Design dec3_8_pulse, sky130hd; sources not shown.
==> run_1/congestion_map.png <==
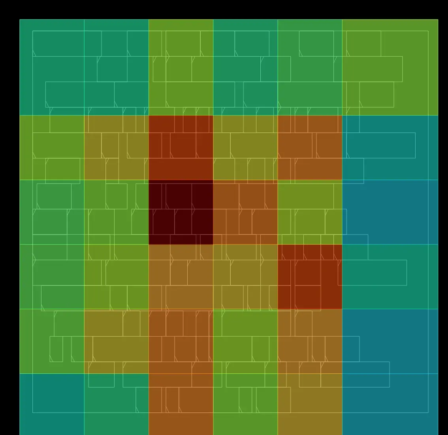
grt met3 use: 4.400%
WL per Instance: 14.05 um
Most Crowded Layer GR: met2

==> run_1/port_trees.png <==
Scale bar: 10 um.
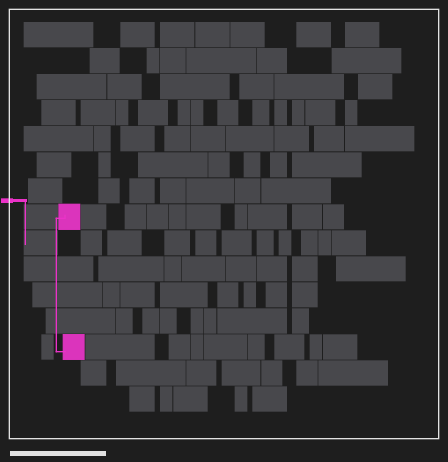
legend:
  magenta:
    port: `en`
    bits: 1
    direction: input
    end_cells: 2
    buffers: 1
    wire: 21.9 um
num ports: 18
port buffer count: 17

==> run_1/clock_wires.png <==
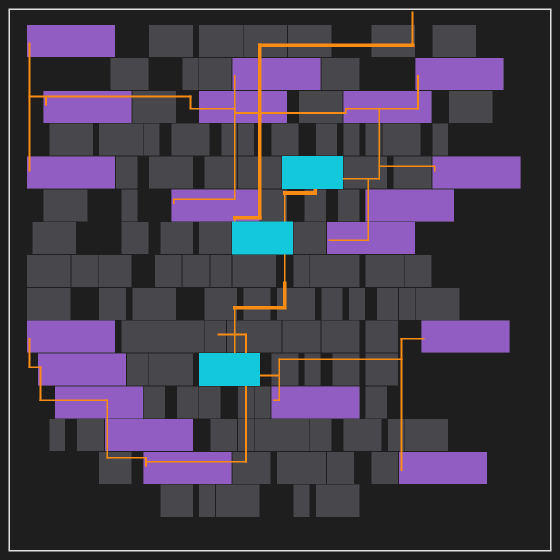
legend:
  cyan:
    item: clock-net drivers
    count: 3
  orange:
    item: clock wires
    length: 220 um
  purple:
    item: flip-flops
    count: 19
routed clock nets: 4
clock share of power: 32.3%
Worst-Skew Late Latency: 0.25 ns
Clk. pwr: 0.242 mW

==> job_summary.md, run 1 <==
### Metrics collected by this job

| Metric | Value |
|---|---|
| H-tree depth | 1 |
| Gr usage total | a little under a quarter |
| Cell count of the worst reg-to-reg path | 6 |
| Starting Density | 52.90% |
| Site Rows | 15 |
| Tmin final | a little over 2 ns |
| Crit Path Class | flip-flop to output port |
| Final-layout clock buffer total | 3 |
| Buffering overhead | 17.97% |
| Top power group | registers |
| Pin count of the biggest net entering global routing | 12 |
| CP delay by family, top | buffers and inverters |
| Hold Violations, Final | 0 |
| Buffers, non-clock | 23 |
| CP Data Required Time | around 1.8 ns |
| Slew margin rel. | between 50% and 60% |
| Worst reg-to-reg setup slack | 0.14 ns |
| Chip area | ~0.0020 sq mm |
| Final Core Density | 68.55% |
| Synthesized area | 913.4 sq um |
| Clock network share of area | a little under 4% |
| F_max | around 480 MHz |
| XOR-XNOR Cells, Area Fraction | 0% |
| Flop share of the area | 32.14% |
| Critical path depth | 2 |
| Top area cell types | dfxtp_1 42%, mux2i_1 4.4%, a22o_1 3.8% |
| Met2 Use GR | 39.41% |
| Fin. max-slew vios | 0 |
| Global-route wire length before repair | 3477 um |
| Clock Tree Buf Depth | 2 |
| CP Launch Type | flip-flop |
| Status | finished, final reports clean |
| Ys cells | 98 |
| Placed inst area | 0.001137 sq mm |
| Max Fanout on Critical Path | 8 |
| Postcts setup bufs | 0 |
| Num CTS Buffers | 3 |
| Slowest stage delay, CP | 0.66 ns |
| Hold Crit Depth | 2 |
| Syn avg cell area | 9.320 sq um |
| Pre-CTS setup slack | around 0.11 ns |
| Commonest Layout Cell | dfxtp_1 |
| Final Net Count | 132 |
| Endpoints failing setup | 0 |
| YS chip area | about 910 sq um |
| Comb area leader | simple AND/OR/NAND/NOR gates |
| RSZ-0062 raised after global routing | no |
| Simple share | about a quarter |
| Critical path cell sequence | or2_2, clkdlybuf4s50_1 |
| Worst path buffer plus inverter count | 1 |
| Sequential group power | between 0.3 and 0.4 mW |
| Placed cells | 143 |
| Dominant Register Cell | dfxtp_1 |
| Leading area contributor after synthesis | dfxtp_1 |
| Wl on met1 | 967 um |
| Fraction of area in multi-input gates | approximately 42% |
| WL met2 | 1039 um |
| OpenROAD warning count | 27 |
| Syn nets | 107 |
| PD cells | about 630 mW/mm^2 |
| Overall power | 0.7497 mW |
| Hold-fix buffers at CTS | 0 |
| Gate Area | 501.7 sq um |
| Post-Layout Inst Area | 0.001184 sq mm |
| Layout cells sized above 1 | 14.75% |
| Unique cell types | 34 |
| Met1 usage | 30.00% |
| Final worst slack | 0.1234 ns |
| CTS tree | done |
| Flops | 19 |
| Clk root buf | clkbuf_8 |
==> run_1/ff_map.png <==
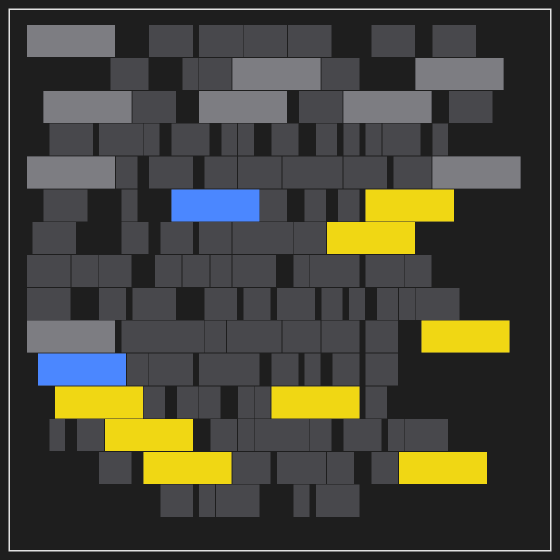

==> run 2, diff against run 1 <==
CORE_MARGIN = 2   (was unset)
==> run_2/ff_map.png <==
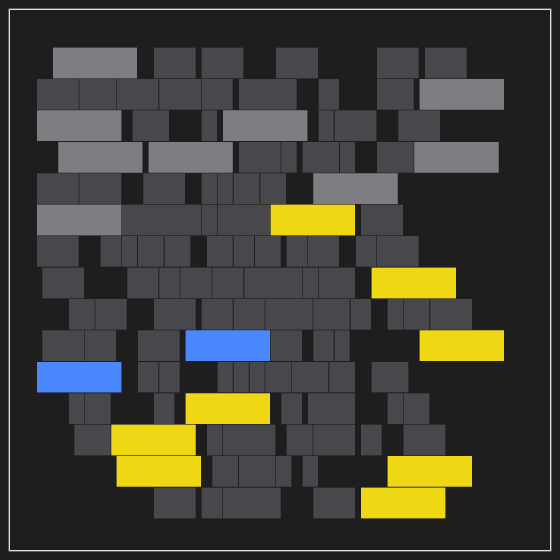
legend:
  yellow:
    name_in_the_netlist: `counter`
    placed_flops: 8
  blue:
    name_in_the_netlist: `state`
    placed_flops: 2
Final Core Density: 68.33%
sequential group power: 0.366 mW
flop share of the area: 32.24%

==> run 2 against run 1 <==
Net effect:
- highest routed layer unchanged
- flip-flop count unchanged
- register-to-register slack about the same
- synthesized area unchanged
- power up 0.29%
- sequential share of layout area up 0.10 points
==> job_summary.md, run 2 <==
### Metrics collected by this job

| Metric | Value |
|---|---|
| Status | finished, final reports clean |
| RSZ-0062 raised after global routing | no |
| Commonest Layout Cell | dfxtp_1 |
| Clk. pwr | 0.246 mW |
| Vias in the first global route | 754 |
| Syn nets | around 110 |
| Synthesized area | approximately 910 sq um |
| Worst reg-to-reg setup slack | 0.15 ns |
| Hold Crit Depth | 1 |
| Clk slew on worst S/H paths | about 0.070 ns |
| Max Fanout on Critical Path | 8 |
| Num CTS Buffers | 3 |
| Hold-fix buffers at CTS | 0 |
| Met1 usage | 30.71% |
| Fraction of area in multi-input gates | 42.84% |
| Most Crowded Layer GR | met2 |
| Grt met3 use | 2.308% |
| Placed cells | about 140 |
| Buffers, non-clock | 22 |
| Post-synth top area share | 41.64% |
| Overall power | 0.7519 mW |
| Worst path buffer plus inverter count | 1 |
| Combinational power share | 18.6% |
| Yosys warnings | 0 |
| Critical path depth | 2 |
| Comb area leader | simple AND/OR/NAND/NOR gates |
| Leading area contributor after synthesis | dfxtp_1 |
| F_max | 479.4 MHz |
| Post-Layout Inst Area | ~0.0012 sq mm |
| Clock network share of area | 3.924% |
| Top area cell types | dfxtp_1 42%, mux2i_1 4.4%, a22o_1 3.8% |
| Placed inst area | 0.001130 sq mm |
| Unique cell types | 34 |
| Met2 Use GR | 33.06% |
| Pin count of the biggest net entering global routing | 12 |
| CTS tree | done |
| Clock Tree Buf Depth | 2 |
| Hold WS | 0.3701 ns |
| Starting Density | 52.90% |
| Port buffer count | 17 |
| Area added between synthesis and finish | 29.18% |
| Final Net Count | roughly 130 |
| WL met2 | 909 um |
| CP Data Required Time | roughly 1.8 ns |
| Gr usage total | 22.06% |
| CP Launch Type | flip-flop |
| Top power group | registers |
| XOR-XNOR Cells, Area Fraction | 0% |
| Site Rows | 15 |
| Cell count of the worst reg-to-reg path | 6 |
| Num ports | 18 |
| H-tree depth | 1 |
| Tmin final | 2.086 ns |
| Final worst slack | ~0.11 ns |
| Final-layout clock buffer total | 3 |
| Hold Violations, Final | 0 |
| Dominant Register Cell | dfxtp_1 |
| PD cells | 637.3 mW/mm^2 |
| Critical path cell sequence | or2_2, clkdlybuf4s50_1 |
| Uppermost layer routed | met4 |
| Buffering overhead | between 10% and 20% |
| Wl on met1 | 973 um |
| Simple share | between 20 and 30% |
| Postcts setup bufs | 0 |
| Clock share of power | 32.7% |
| Slew margin rel. | 64.83% |
| WL per Instance | ~14 um |
| Gate Area | 505.5 sq um |
| YS chip area | slightly above 900 sq um |
| Worst path slowest cell | clkdlybuf4s50_1 |
| Slowest stage delay, CP | approximately 0.67 ns |
| Ys cells | 98 |
| Layout cells sized above 1 | 14.88% |
| Endpoints failing setup | 0 |
Power figures rest on the tool's default switching activity, not on a simulated workload.
